File: src/rtl/tt_uart_rx_fifo_pkg.sv
// Shared definitions for the UART receive front end.
// - rx_state_t     : receiver FSM state encoding
// - UART_DATA_BITS : payload bits per frame (8N1)
// - clog2_min1     : counter width helper that never returns 0
package tt_uart_pkg;

  localparam int UART_DATA_BITS = 8;

  typedef enum logic [2:0] {
    IDLE      = 3'd0,
    START     = 3'd1,
    DATA      = 3'd2,
    STOP      = 3'd3,
    WAIT_IDLE = 3'd4
  } rx_state_t;

  function automatic int clog2_min1(input int n);
    return (n <= 2) ? 1 : $clog2(n);
  endfunction

endpackage

File: src/rtl/tt_uart_rx_fifo_if.sv
// Byte stream from the receive FIFO to the project core.
// - rx_data  : FIFO head byte
// - rx_valid : FIFO not empty
// - rx_ready : core accepts the head byte
// Handshake: a byte moves on every clk edge where rx_valid && rx_ready are
// both high; while rx_valid && !rx_ready the producer holds rx_data stable,
// and rx_valid never depends on rx_ready.
interface tt_uart_rx_fifo_if;
  import tt_uart_pkg::*;

  logic [UART_DATA_BITS-1:0] rx_data;
  logic                      rx_valid;
  logic                      rx_ready;

  modport master (output rx_data, output rx_valid, input rx_ready);
  modport slave  (input rx_data, input rx_valid, output rx_ready);
endinterface

File: src/rtl/tt_sync_fifo.sv
// Pointer/count synchronous FIFO with registered storage.
// - push/push_data : write request (dropped when full unless popping)
// - pop            : read request (ignored when empty)
// - head           : entry at the read pointer
// - full/empty     : occupancy flags
module tt_sync_fifo
  import tt_uart_pkg::*;
#(
  parameter int WIDTH = 8,
  parameter int DEPTH = 4
) (
  input  logic             clk,
  input  logic             rst_n,
  input  logic             push,
  input  logic [WIDTH-1:0] push_data,
  input  logic             pop,
  output logic [WIDTH-1:0] head,
  output logic             full,
  output logic             empty
);

  localparam int PW = clog2_min1(DEPTH);
  localparam int CW = PW + 1;

  logic [WIDTH-1:0] mem [DEPTH];
  logic [PW-1:0]    wr_ptr, rd_ptr;
  logic [CW-1:0]    count;
  logic             do_push, do_pop;

  assign full  = (count == CW'(DEPTH));
  assign empty = (count == '0);
  assign head  = mem[rd_ptr];

  // A pop in the same cycle frees the slot, so a push onto a full FIFO
  // still lands when the head is being consumed.
  assign do_pop  = pop && !empty;
  assign do_push = push && (!full || do_pop);

  always_ff @(posedge clk or negedge rst_n) begin
    if (!rst_n) begin
      for (int i = 0; i < DEPTH; i++) mem[i] <= '0;
      wr_ptr <= '0;
      rd_ptr <= '0;
      count  <= '0;
    end else begin
      if (do_push) begin
        mem[wr_ptr] <= push_data;
        wr_ptr      <= wr_ptr + PW'(1);
      end
      if (do_pop) rd_ptr <= rd_ptr + PW'(1);
      case ({do_push, do_pop})
        2'b10:   count <= count + CW'(1);
        2'b01:   count <= count - CW'(1);
        default: count <= count;
      endcase
    end
  end

endmodule

File: src/rtl/tt_uart_rx_fifo.sv
// 8N1 UART receiver with a small byte FIFO, fed from ui_in[0].
// - clk, rst_n  : single clock domain, asynchronous active-low reset
// - ena         : design-select enable; low holds the receiver idle
// - rx_i        : raw asynchronous serial line, idle high
// - rx_bus      : byte stream to the core (master side)
// - frame_err   : one-cycle pulse when a stop bit is sampled low
// - overflow    : sticky, a byte was dropped on a full FIFO
// - busy        : receiver FSM not in IDLE
// - state_dbg   : current receiver FSM state
module tt_uart_rx_fifo
  import tt_uart_pkg::*;
#(
  parameter int CLKS_PER_BIT = 16,
  parameter int FIFO_DEPTH   = 4
) (
  input  logic                      clk,
  input  logic                      rst_n,
  input  logic                      ena,
  input  logic                      rx_i,
  tt_uart_rx_fifo_if.master         rx_bus,
  output logic                      frame_err,
  output logic                      overflow,
  output logic                      busy,
  output rx_state_t                 state_dbg
);

  localparam int CNT_W = clog2_min1(CLKS_PER_BIT);
  localparam logic [CNT_W-1:0] HALF_LAST = CNT_W'(CLKS_PER_BIT / 2 - 1);
  localparam logic [CNT_W-1:0] FULL_LAST = CNT_W'(CLKS_PER_BIT - 1);

  logic                      sync1, rx_s;
  rx_state_t                 state, next_state;
  logic [CNT_W-1:0]          baud_cnt;
  logic [2:0]                bit_cnt;
  logic [UART_DATA_BITS-1:0] shreg;
  logic                      tick;
  logic                      push_req, ferr_set;
  logic                      pop, fifo_full, fifo_empty;
  logic [UART_DATA_BITS-1:0] fifo_head;

  // Two-flop synchronizer; idles high like the line.
  always_ff @(posedge clk or negedge rst_n) begin
    if (!rst_n) begin
      sync1 <= 1'b1;
      rx_s  <= 1'b1;
    end else begin
      sync1 <= rx_i;
      rx_s  <= sync1;
    end
  end

  // First sample lands mid start bit, every later one a full bit apart.
  always_comb begin
    tick = 1'b0;
    case (state)
      START:       tick = (baud_cnt == HALF_LAST);
      DATA, STOP:  tick = (baud_cnt == FULL_LAST);
      default:     tick = 1'b0;
    endcase
  end

  // FSM: state register
  always_ff @(posedge clk or negedge rst_n) begin
    if (!rst_n) state <= IDLE;
    else        state <= next_state;
  end

  // FSM: next state
  always_comb begin
    next_state = state;
    if (!ena) begin
      next_state = IDLE;
    end else begin
      case (state)
        IDLE:      if (!rx_s) next_state = START;
        START:     if (tick) next_state = rx_s ? IDLE : DATA;
        DATA:      if (tick && bit_cnt == 3'd7) next_state = STOP;
        STOP:      if (tick) next_state = rx_s ? IDLE : WAIT_IDLE;
        // Holding here on a break keeps a low line from retriggering START.
        WAIT_IDLE: if (rx_s) next_state = IDLE;
        default:   next_state = IDLE;
      endcase
    end
  end

  // FSM: outputs
  always_comb begin
    push_req = ena && (state == STOP) && tick && rx_s;
    ferr_set = ena && (state == STOP) && tick && !rx_s;
    busy     = (state != IDLE);
  end

  assign state_dbg = state;

  // Baud counter, bit counter and shift register.
  always_ff @(posedge clk or negedge rst_n) begin
    if (!rst_n) begin
      baud_cnt <= '0;
      bit_cnt  <= '0;
      shreg    <= '0;
    end else if (!ena || state == IDLE || state == WAIT_IDLE) begin
      baud_cnt <= '0;
      bit_cnt  <= '0;
    end else begin
      baud_cnt <= tick ? '0 : baud_cnt + CNT_W'(1);
      if (state == DATA && tick) begin
        shreg   <= {rx_s, shreg[UART_DATA_BITS-1:1]};
        bit_cnt <= bit_cnt + 3'd1;
      end
    end
  end

  assign pop = rx_bus.rx_valid && rx_bus.rx_ready;

  always_ff @(posedge clk or negedge rst_n) begin
    if (!rst_n) begin
      frame_err <= 1'b0;
      overflow  <= 1'b0;
    end else begin
      frame_err <= ferr_set;
      if (push_req && fifo_full && !pop) overflow <= 1'b1;
    end
  end

  tt_sync_fifo #(
    .WIDTH (UART_DATA_BITS),
    .DEPTH (FIFO_DEPTH)
  ) u_fifo (
    .clk       (clk),
    .rst_n     (rst_n),
    .push      (push_req),
    .push_data (shreg),
    .pop       (pop),
    .head      (fifo_head),
    .full      (fifo_full),
    .empty     (fifo_empty)
  );

  assign rx_bus.rx_data  = fifo_head;
  assign rx_bus.rx_valid = !fifo_empty;

endmodule
File: src/flat_wrapper.sv
// flat-port wrapper written by rule: the top's interface ports become plain ports
module tt_uart_rx_fifo_flat import tt_uart_pkg::*;
#(
  parameter int CLKS_PER_BIT = 16,
  parameter int FIFO_DEPTH   = 4
)
  (clk, rst_n, ena, rx_i, frame_err, overflow, busy, state_dbg, rx_bus_rx_data, rx_bus_rx_valid, rx_bus_rx_ready);
  tt_uart_rx_fifo_if rx_bus_i ();
  input  logic clk;
  input  logic rst_n;
  input  logic ena;
  input  logic rx_i;
  output logic frame_err;
  output logic overflow;
  output logic busy;
  output rx_state_t state_dbg;
  output wire logic [$bits(rx_bus_i.rx_data)-1:0] rx_bus_rx_data;
  output wire logic [$bits(rx_bus_i.rx_valid)-1:0] rx_bus_rx_valid;
  input wire logic [$bits(rx_bus_i.rx_ready)-1:0] rx_bus_rx_ready;
  assign rx_bus_rx_data = rx_bus_i.rx_data;
  assign rx_bus_rx_valid = rx_bus_i.rx_valid;
  assign rx_bus_i.rx_ready = rx_bus_rx_ready;
  tt_uart_rx_fifo #(.CLKS_PER_BIT(CLKS_PER_BIT), .FIFO_DEPTH(FIFO_DEPTH)) u_core (.clk(clk), .rst_n(rst_n), .ena(ena), .rx_i(rx_i), .rx_bus(rx_bus_i), .frame_err(frame_err), .overflow(overflow), .busy(busy), .state_dbg(state_dbg));
endmodule
File: config.mk
export PLATFORM = sky130hd
export DESIGN_NAME = tt_uart_rx_fifo_flat
export DESIGN_NICKNAME = d
export VERILOG_FILES = /design/src/rtl/tt_uart_rx_fifo_pkg.sv /design/src/rtl/tt_uart_rx_fifo_if.sv /design/src/rtl/tt_sync_fifo.sv /design/src/rtl/tt_uart_rx_fifo.sv /design/src/flat_wrapper.sv
export SDC_FILE = /design/constraint.sdc
export NUM_CORES = 1
export LEC_CHECK = 0
export CAP_MARGIN = 20
export CORE_MARGIN = 2
export CORE_UTILIZATION = 52
export CTS_CLUSTER_SIZE = 8
export DETAILED_ROUTE_END_ITERATION = 8
export PLACE_DENSITY = 0.81
export SETUP_SLACK_MARGIN = 0.02
export SYNTH_ARGS = -nofsm -noshare
export SYNTH_HDL_FRONTEND = slang
export SYNTH_SLANG_ARGS = --single-unit
File: constraint.sdc
create_clock -name clk -period 2.4 [get_ports clk]
set_input_delay 0.48 -clock clk [delete_from_list [all_inputs] [get_ports clk]]
set_output_delay 0.48 -clock clk [all_outputs]
set_load 0.01 [all_outputs]
==> run_1/gate_families.png <==
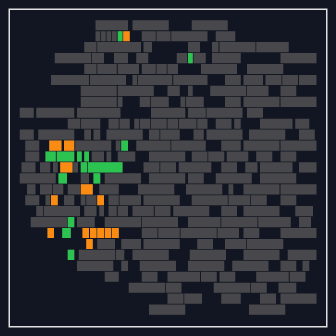
Key: inverting AOI/OAI gates = orange [cells 14]; NAND gates = green [cells 14]
most frequent standard cell in the layout excluding fill and tap cells: sky130_fd_sc_hd__dfrtp_1
proportion of cell area occupied by multi-input gates: 37.41%
number of cells in the finished layout apart from fillers: 314

==> run_1/cell_classes.png <==
The bar under the picture is 20 um long.
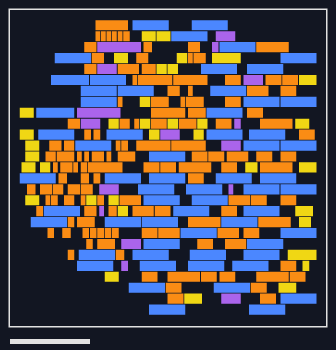
Key: other buffers and delay cells = yellow [cells 35, share of their area 10%]; flip-flops = blue [cells 61, share of their area 45%]; all other logic = orange [cells 130, share of their area 39%]; clock drivers and dummy loads = purple [cells 16, share of their area 6.1%]
Finished Cell Area: 3502 um^2
floorplan row count: 27
Core Util, Final: 64.39%
sequential portion of the cell area: 43.66%

==> Slide: Implementation Results, run 1 <==
Implementation Results

Outcome
  – Run status: complete, no violations

Final timing
  – Final critical-path share of the clock period: 96.45%
  – Highest clock rate: 0.4320 GHz
  – Max Slew Vio Count: 0
  – Number of setup violations in the final report: 0
  – Setup Total Neg Slack: 0 ps
  – Final-report hold violation count: 0
  – Least setup slack across all paths after layout: 85.32 ps
  – Setup repair after global routing missed its margin: false
  – Final critical delay including setup and external delays: 2315 ps

Worst setup path
  – Arrival time at the worst endpoint: 1830 ps
  – Worst reg-to-reg setup slack: 300 ps
  – Critical Path Max Stage Delay: 490 ps
  – Reg2Reg Launch Point: u_core.baud_cnt[0]
  – Worst Reg-to-Reg Cells: 10
  – Buffers & Inverters on Critical Path: 2
  – Capture point of the critical path: rx_bus_rx_data[1]
  – WP depth: 3
  – Critical path class: register to primary output
  – Setup crit end kind: primary output
  – Master of the slowest instance on the critical path: sky130_fd_sc_hd__mux4_2
  – Worst path top cell family by delay: buffers and inverters
  – Critical-path maximum fanout: 10
  – Worst reg2reg path endpoint: u_core.u_fifo.count[2]
  – Data required time of the critical path: 1920 ps
  – Type of origin of the critical path: register
  – Cells along the critical path: buf_12 > mux4_2 > clkdlybuf4s50_1
  – Origin of the worst setup path: u_core.u_fifo.rd_ptr[0]

Placement
  – Worst setup timing slack at the placement stage: -133.3 ps
  – Final weighted congestion in routability-driven placement: 0.7681
  – Placement Cell Area: 3273 um^2
  – Placed cell count: 298
  – Detailed placement HPWL: 3336 um
  – PortBufs: 19

Min path
  – Kind of path behind the tightest hold check: primary input to asynchronous set/reset pin

Synthesis
  – Ys cells: 198
  – Tally of unique sky130hd cells used after synthesis: 38
  – Simple share: 11.37%
  – Total of warnings raised by yosys: 0
  – Top FF cell, synth: sky130_fd_sc_hd__dfrtp_1
  – Share of the synthesized netlist area taken by xor and xnor gates: 2.724%
  – Most area-hungry cell type in the Yosys netlist: sky130_fd_sc_hd__dfrtp_1
  – Instance count of the mapped netlist: 198
  – Syn Std Cell Area: 2894 um^2
  – MUX area fraction: 23.22%
  – Count of state elements after synthesis: 61
  – Register share after synthesis: 52.83%
  – Comb area leader: multiplexers
  – EDFF count, synth: 0
  – Proportion of netlist area held by the largest area contributor: 51.02%
  – Top-count cell post-synth: sky130_fd_sc_hd__dfrtp_1
  – Most frequent cells after synthesis: sky130_fd_sc_hd__dfrtp_1, sky130_fd_sc_hd__mux2_2
  – Adder-Cell Fraction of Synth Area: 4.150%
  – Net count after synthesis: 212
  – Complex Gates by Area: 3.459%
  – Async set-or-reset flop fraction in the synthesized netlist: 100.0%

GRT
  – First-pass GRT wire length: 8618 um
  – Number of antenna violations at the first check in global routing: 0
  – Vias in the first global route: 1711
  – Largest net degree at the start of global routing: 62
  – Met1 Use GR: 25.17%
  – Tot GR Track Use: 18.68%
  – Global route hottest layer: met2
  – Met3 track utilization from global routing: 4.828%
  – GR Layer Usage met2: 28.03%
  – GRT Residual Overflow: 0

Layout
  – Area growth, synth to finish: 21.01%
  – Share of final-layout standard cells stronger than drive strength 1: 38.43%
  – Clk tree area frac: 5.895%
  – Top flop regs: u_core.u_fifo.mem (32), u_core.shreg (8), u_core.baud_cnt (4)
  – # clk buffers: 11
  – Net count reported at finish: 251
  – Number of logic inverters in the finished layout: 7
  – Register containing the most flip-flops in the final layout: u_core.u_fifo.mem
  – Final-layout non-clock buffer area share: 9.718%
  – Multi-input combinational cell area: 1310 um^2
  – Commonest cells after routing, fill and taps aside: sky130_fd_sc_hd__dfrtp_1, sky130_fd_sc_hd__mux2_2, sky130_fd_sc_hd__buf_4
  – Sequential Area: 1529 um^2
  – Buffer count excluding the clock tree in the final layout: 35
  – Antenna diode instance count: 0
  – Flip-flop count of the largest register after layout: 32
  – Multi-input comb cells: 123
  – Top class by area: sequential cells

CTS
  – Clock-pin slew of the registers on the worst-case setup and hold paths: 70 ps
  – Clock sink count: 61
  – Number of CTS-inserted buffers: 9
  – Skew-Pair Late Insertion Delay: 330 ps
  – CTS tree: done
  – CTS hold repair buffers: 0
  – Number of post-CTS setup repair buffers: 0
  – Resized Gates After CTS: 4
  – Clock tree root buffer cell: sky130_fd_sc_hd__clkbuf_8
  – Maximum root-to-sink buffer count: 2

Pwr
  – Power of the combinational group: 0.0500 mW
  – Internal portion of total power: 1.633 mW
  – Net switching fraction of the power: 20.64%
  – Sum of internal, switching and leakage power: 2.058 mW
  – Switching power summed over all nets: 0.4247 mW
  – Share of power burned in registers: 50.6%
  – Top Consumer: registers
  – Comb pwr share: 2.4%
  – Leakage: 1.751 nW
  – Power of the sequential group: 1.04 mW
  – Clock network power: 0.967 mW
  – Worst vdd ir: 332.4 uV
  – Power density cells: 587.5 nW/um^2

Routing
  – Met3 wire length: 159 um
  – Remaining routing DRC violations: 0
  – Vias per Instance: 5.369
  – Final wirelength: 5012 um
  – Routed metal-1 wire length: 2327 um
  – DR iter-0 viols: 62
  – Number of detailed-route iterations in the first pass: 4
  – Detailed route wirelength on metal2: 2474 um
  – Total number of vias: 1686
  – Highest metal layer with signal wires: met4
  – Antenna-violating nets left: 0

Job
  – Number of logged tool warnings: 29
  – Max capacitance violation total: 0

Floorplan
  – Number of ports placed on the die boundary: 20
  – Die height: 78.60 um
  – Initial cell density of the core: 53.21%
  – Die width: 78.60 um
  – Area of the chip: 6178 um^2
==> run_1/final_placement.png <==
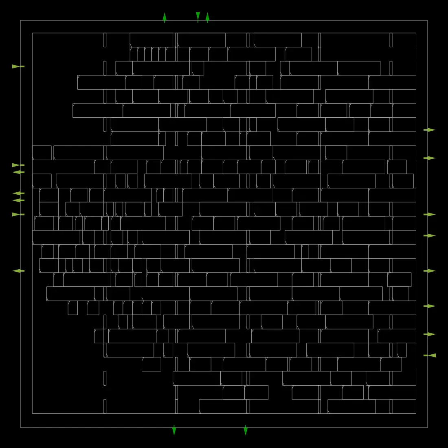
number of sequential cells: 61
CORE AREA: 5439 um^2
number of filler cells placed in the layout: 409
Taps Inserted: 72

==> run_1/clock_map.png <==
The bar under the picture is 20 um long.
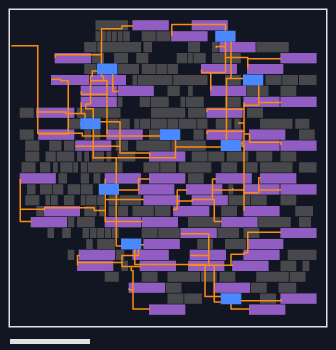
Key: cells driving clock nets = blue [count 9]; flip-flops = purple [count 61]; clock wires = orange [length 776 um]
Position of the flops: spread over the die. There are 10 routed clock nets.
Post-Route Skew: 8.774 ps
clock power share: 47.0%

==> run 2, diff against run 1 <==
- ABC_CLOCK_PERIOD_IN_PS: default -> 2400
- CORE_UTILIZATION: 52 -> 55
- CTS_BUF_LIST: default -> sky130_fd_sc_hd__clkbuf_2 sky130_fd_sc_hd__clkbuf_4 sky130_fd_sc_hd__clkbuf_8
- PLACE_DENSITY: 0.81 -> 0.84
==> run 2 against run 1 <==
  * Non-clock buffer count unchanged
  * First-iteration DRC count increased by 40%
  * Synthesized area unchanged
  * Largest power group unchanged
  * Core utilization increased by 4.7 points
  * Register-to-register slack about the same
  * Synthesized cell count unchanged
  * Clock power about the same
  * Final cell count decreased by 0.64%
  * Worst setup slack improved by 99 ps
  * Clock-buffer cell count increased by 2
  * Combinational power about the same
  * Largest cell class unchanged
  * Critical path type is now primary input to register
==> Slide: Implementation Results, run 2 <==
Implementation Results

Outcome
  – Run status: complete, no violations

Worst setup path
  – Origin of the worst setup path: rx_bus_rx_ready
  – Reg2Reg Launch Point: u_core.baud_cnt[0]
  – Master of the slowest instance on the critical path: sky130_fd_sc_hd__clkdlybuf4s50_1
  – Setup crit end kind: register
  – Worst path top cell family by delay: buffers and inverters
  – Critical path class: primary input to register
  – Critical Path Max Stage Delay: 470 ps
  – Type of origin of the critical path: primary input
  – Data required time of the critical path: 2670 ps
  – Cells along the critical path: clkdlybuf4s50_1 > nor4b_4 > nor3_2 > inv_1 > ha_2 > inv_1 > fa_2 > xor2_1 > nor2_1 > xor2_1
  – Capture point of the critical path: u_core.u_fifo.count[2]
  – Worst reg-to-reg setup slack: 290 ps
  – Worst Reg-to-Reg Cells: 10
  – Arrival time at the worst endpoint: 2480 ps
  – WP depth: 10
  – Critical-path maximum fanout: 2
  – Buffers & Inverters on Critical Path: 3

Pwr
  – Comb pwr share: 2.4%
  – Clock network power: 0.964 mW
  – Switching power summed over all nets: 0.4259 mW
  – Leakage: 1.788 nW
  – Power density cells: 582.1 nW/um^2
  – Power of the sequential group: 1.04 mW
  – Sum of internal, switching and leakage power: 2.053 mW
  – Internal portion of total power: 1.627 mW
  – Share of power burned in registers: 50.6%
  – Top Consumer: registers
  – Net switching fraction of the power: 20.74%
  – Power of the combinational group: 0.0497 mW
  – Clock power share: 46.9%

Final timing
  – Least setup slack across all paths after layout: 184.5 ps
  – Max Slew Vio Count: 0
  – Highest clock rate: 0.4514 GHz
  – Final-report hold violation count: 0
  – Final critical delay including setup and external delays: 2215 ps
  – Setup repair after global routing missed its margin: false
  – Post-Route Skew: 4.611 ps
  – Setup Total Neg Slack: 0 ps
  – Final critical-path share of the clock period: 92.31%
  – Final hold slack: 135.9 ps
  – Number of setup violations in the final report: 0

Floorplan
  – Die width: 76.54 um
  – Number of ports placed on the die boundary: 20
  – CORE AREA: 5107 um^2
  – Initial cell density of the core: 56.66%
  – Area of the chip: 5858 um^2
  – Floorplan row count: 26
  – Die height: 76.54 um
  – Taps Inserted: 70

CTS
  – Resized Gates After CTS: 3
  – Clock sink count: 61
  – CTS hold repair buffers: 0
  – CTS tree: done
  – Clock tree root buffer cell: sky130_fd_sc_hd__clkbuf_8
  – Clock-pin slew of the registers on the worst-case setup and hold paths: 70 ps
  – Maximum root-to-sink buffer count: 2
  – Number of post-CTS setup repair buffers: 0
  – Number of CTS-inserted buffers: 9
  – Skew-Pair Late Insertion Delay: 340 ps

Layout
  – Multi-input combinational cell area: 1310 um^2
  – Top class by area: sequential cells
  – Final-layout non-clock buffer area share: 10.18%
  – Sequential Area: 1529 um^2
  – Antenna diode instance count: 0
  – # clk buffers: 13
  – Flip-flop count of the largest register after layout: 32
  – Multi-input comb cells: 123
  – Buffer count excluding the clock tree in the final layout: 35
  – Share of final-layout standard cells stronger than drive strength 1: 39.26%
  – Finished Cell Area: 3527 um^2
  – Most frequent standard cell in the layout excluding fill and tap cells: sky130_fd_sc_hd__dfrtp_1
  – Area growth, synth to finish: 21.88%
  – Commonest cells after routing, fill and taps aside: sky130_fd_sc_hd__dfrtp_1, sky130_fd_sc_hd__mux2_2, sky130_fd_sc_hd__buf_4
  – Register containing the most flip-flops in the final layout: u_core.u_fifo.mem
  – Net count reported at finish: 251
  – Number of logic inverters in the finished layout: 7
  – Top flop regs: u_core.u_fifo.mem (32), u_core.shreg (8), u_core.baud_cnt (4)
  – Clk tree area frac: 6.101%
  – Number of sequential cells: 61

Synthesis
  – Comb area leader: multiplexers
  – Simple share: 11.37%
  – Syn Std Cell Area: 2894 um^2
  – Share of the synthesized netlist area taken by xor and xnor gates: 2.724%
  – Total of warnings raised by yosys: 0
  – EDFF count, synth: 0
  – Most area-hungry cell type in the Yosys netlist: sky130_fd_sc_hd__dfrtp_1
  – Tally of unique sky130hd cells used after synthesis: 38
  – Instance count of the mapped netlist: 198
  – Async set-or-reset flop fraction in the synthesized netlist: 100.0%
  – Top FF cell, synth: sky130_fd_sc_hd__dfrtp_1
  – Ys cells: 198
  – Register share after synthesis: 52.83%
  – MUX area fraction: 23.22%
  – Most frequent cells after synthesis: sky130_fd_sc_hd__dfrtp_1, sky130_fd_sc_hd__mux2_2
  – Proportion of netlist area held by the largest area contributor: 51.02%
  – Adder-Cell Fraction of Synth Area: 4.150%
  – Net count after synthesis: 212
  – Complex Gates by Area: 3.459%

Routing
  – Routed metal-1 wire length: 2277 um
  – Total number of vias: 1709
  – Vias per Instance: 5.478
  – Antenna-violating nets left: 0
  – Remaining routing DRC violations: 0
  – Met3 wire length: 174 um
  – Final wirelength: 5235 um
  – Detailed route wirelength on metal2: 2676 um
  – Number of detailed-route iterations in the first pass: 4

GRT
  – Vias in the first global route: 1803
  – Global route hottest layer: met2
  – Number of antenna violations at the first check in global routing: 0
  – Met3 track utilization from global routing: 6.517%
  – Met1 Use GR: 24.58%
  – GRT Residual Overflow: 0
  – First-pass GRT wire length: 8811 um
  – GR Layer Usage met2: 31.77%
  – Tot GR Track Use: 19.75%

Placement
  – Final weighted congestion in routability-driven placement: 0.8399
  – Worst setup timing slack at the placement stage: -178.3 ps
  – Placement Cell Area: 3283 um^2
  – Placed cell count: 296
  – Detailed placement HPWL: 3423 um
  – PortBufs: 19

Min path
  – Kind of path behind the tightest hold check: primary input to asynchronous set/reset pin

Job
  – Number of logged tool warnings: 29
==> run_2/final_placement.png <==
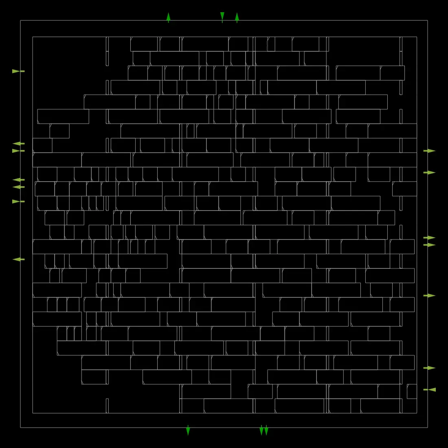
Core Util, Final: 69.06%
number of cells in the finished layout apart from fillers: 312
number of filler cells placed in the layout: 385

==> run_2/gate_families.png <==
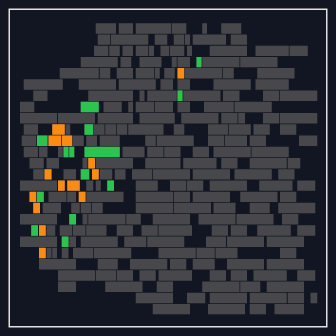
Key: NAND gates = green [cells 14]; inverting AOI/OAI gates = orange [cells 14, where left middle]
proportion of cell area occupied by multi-input gates: 37.14%

==> run 3, diff against run 2 <==
- CAP_MARGIN: 20 -> default
==> run_3/met2.png <==
Cells faint in the background.
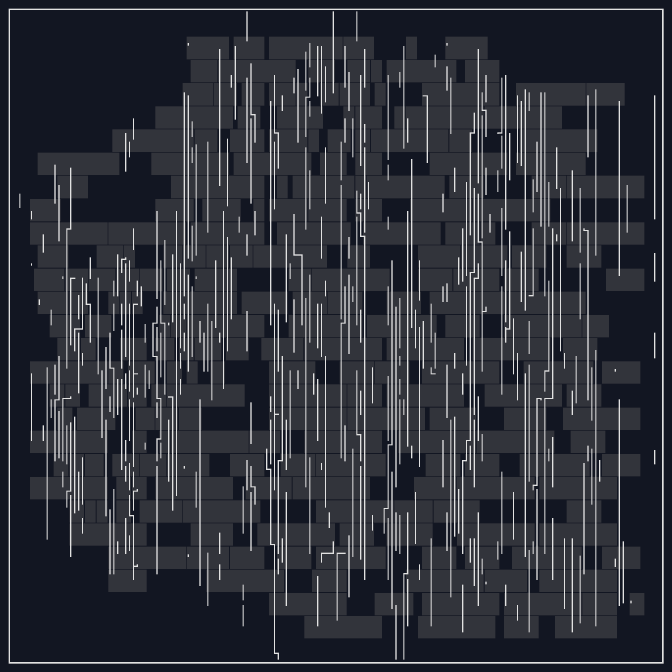
The layer carries 2680 um of wire. The longest straight run is 40.3 um.
GR Layer Usage met2: 31.77%
final wirelength: 5235 um
total number of vias: 1709

==> run 3 against run 2 <==
  * Register-to-register slack barely moved
  * Sequential share of layout area did not move
  * Final cell count did not move
  * Largest power group unchanged
==> Slide: Implementation Results, run 3 <==
Implementation Results

Pwr
  – Clock network power: 0.964 mW
  – Sum of internal, switching and leakage power: 2.053 mW
  – Clock power share: 46.9%
  – Comb pwr share: 2.4%
  – Internal portion of total power: 1.627 mW
  – Switching power summed over all nets: 0.4259 mW
  – Leakage: 1.788 nW
  – Power density cells: 582.1 nW/um^2
  – Power of the combinational group: 0.0497 mW

Layout
  – Area growth, synth to finish: 21.88%
  – Final-layout non-clock buffer area share: 10.18%
  – Share of final-layout standard cells stronger than drive strength 1: 39.26%
  – Number of cells in the finished layout apart from fillers: 312
  – Core Util, Final: 69.06%
  – Top class by area: sequential cells
  – Finished Cell Area: 3527 um^2
  – Number of logic inverters in the finished layout: 7
  – Buffer count excluding the clock tree in the final layout: 35
  – # clk buffers: 13
  – Commonest cells after routing, fill and taps aside: sky130_fd_sc_hd__dfrtp_1, sky130_fd_sc_hd__mux2_2, sky130_fd_sc_hd__buf_4
  – Antenna diode instance count: 0

Worst setup path
  – Cells along the critical path: clkdlybuf4s50_1 > nor4b_4 > nor3_2 > inv_1 > ha_2 > inv_1 > fa_2 > xor2_1 > nor2_1 > xor2_1
  – Critical-path maximum fanout: 2
  – Origin of the worst setup path: rx_bus_rx_ready
  – Worst Reg-to-Reg Cells: 10
  – Worst reg-to-reg setup slack: 290 ps
  – WP depth: 10
  – Reg2Reg Launch Point: u_core.baud_cnt[0]
  – Data required time of the critical path: 2670 ps
  – Capture point of the critical path: u_core.u_fifo.count[2]
  – Buffers & Inverters on Critical Path: 3
  – Critical Path Max Stage Delay: 470 ps

GRT
  – Global route hottest layer: met2
  – Vias in the first global route: 1803
  – Tot GR Track Use: 19.75%

Routing
  – DR iter-0 viols: 87
  – Vias per Instance: 5.478
  – Antenna-violating nets left: 0
  – Routed metal-1 wire length: 2277 um

Final timing
  – Least setup slack across all paths after layout: 184.5 ps
  – Post-Route Skew: 4.611 ps
  – Number of setup violations in the final report: 0
  – Final critical delay including setup and external delays: 2215 ps
  – Setup Total Neg Slack: 0 ps
  – Setup repair after global routing missed its margin: false
  – Highest clock rate: 0.4514 GHz

Synthesis
  – Top FF cell, synth: sky130_fd_sc_hd__dfrtp_1
  – Count of state elements after synthesis: 61
  – Net count after synthesis: 212
  – Top-count cell post-synth: sky130_fd_sc_hd__dfrtp_1
  – Share of the synthesized netlist area taken by xor and xnor gates: 2.724%
  – Async set-or-reset flop fraction in the synthesized netlist: 100.0%

Placement
  – Placed cell count: 296
  – Worst setup timing slack at the placement stage: -178.3 ps

Job
  – Max capacitance violation total: 0
  – Number of logged tool warnings: 29

CTS
  – Number of post-CTS setup repair buffers: 0
  – Number of CTS-inserted buffers: 9
  – Clock sink count: 61
  – CTS tree: done

Floorplan
  – Floorplan row count: 26
  – Initial cell density of the core: 56.66%

Outcome
  – Run status: complete, no violations
==> run_3/cell_classes.png <==
The bar under the picture is 20 um long.
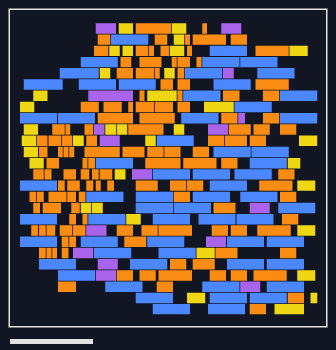
Key: clock drivers and dummy loads = purple [cells 16, share of their area 6.3%]; all other logic = orange [cells 130, share of their area 39%]; flip-flops = blue [cells 61, share of their area 44%]; other buffers and delay cells = yellow [cells 35, share of their area 10%]
sequential portion of the cell area: 43.35%
CORE AREA: 5107 um^2

Power is estimated from default activity; no workload was simulated.
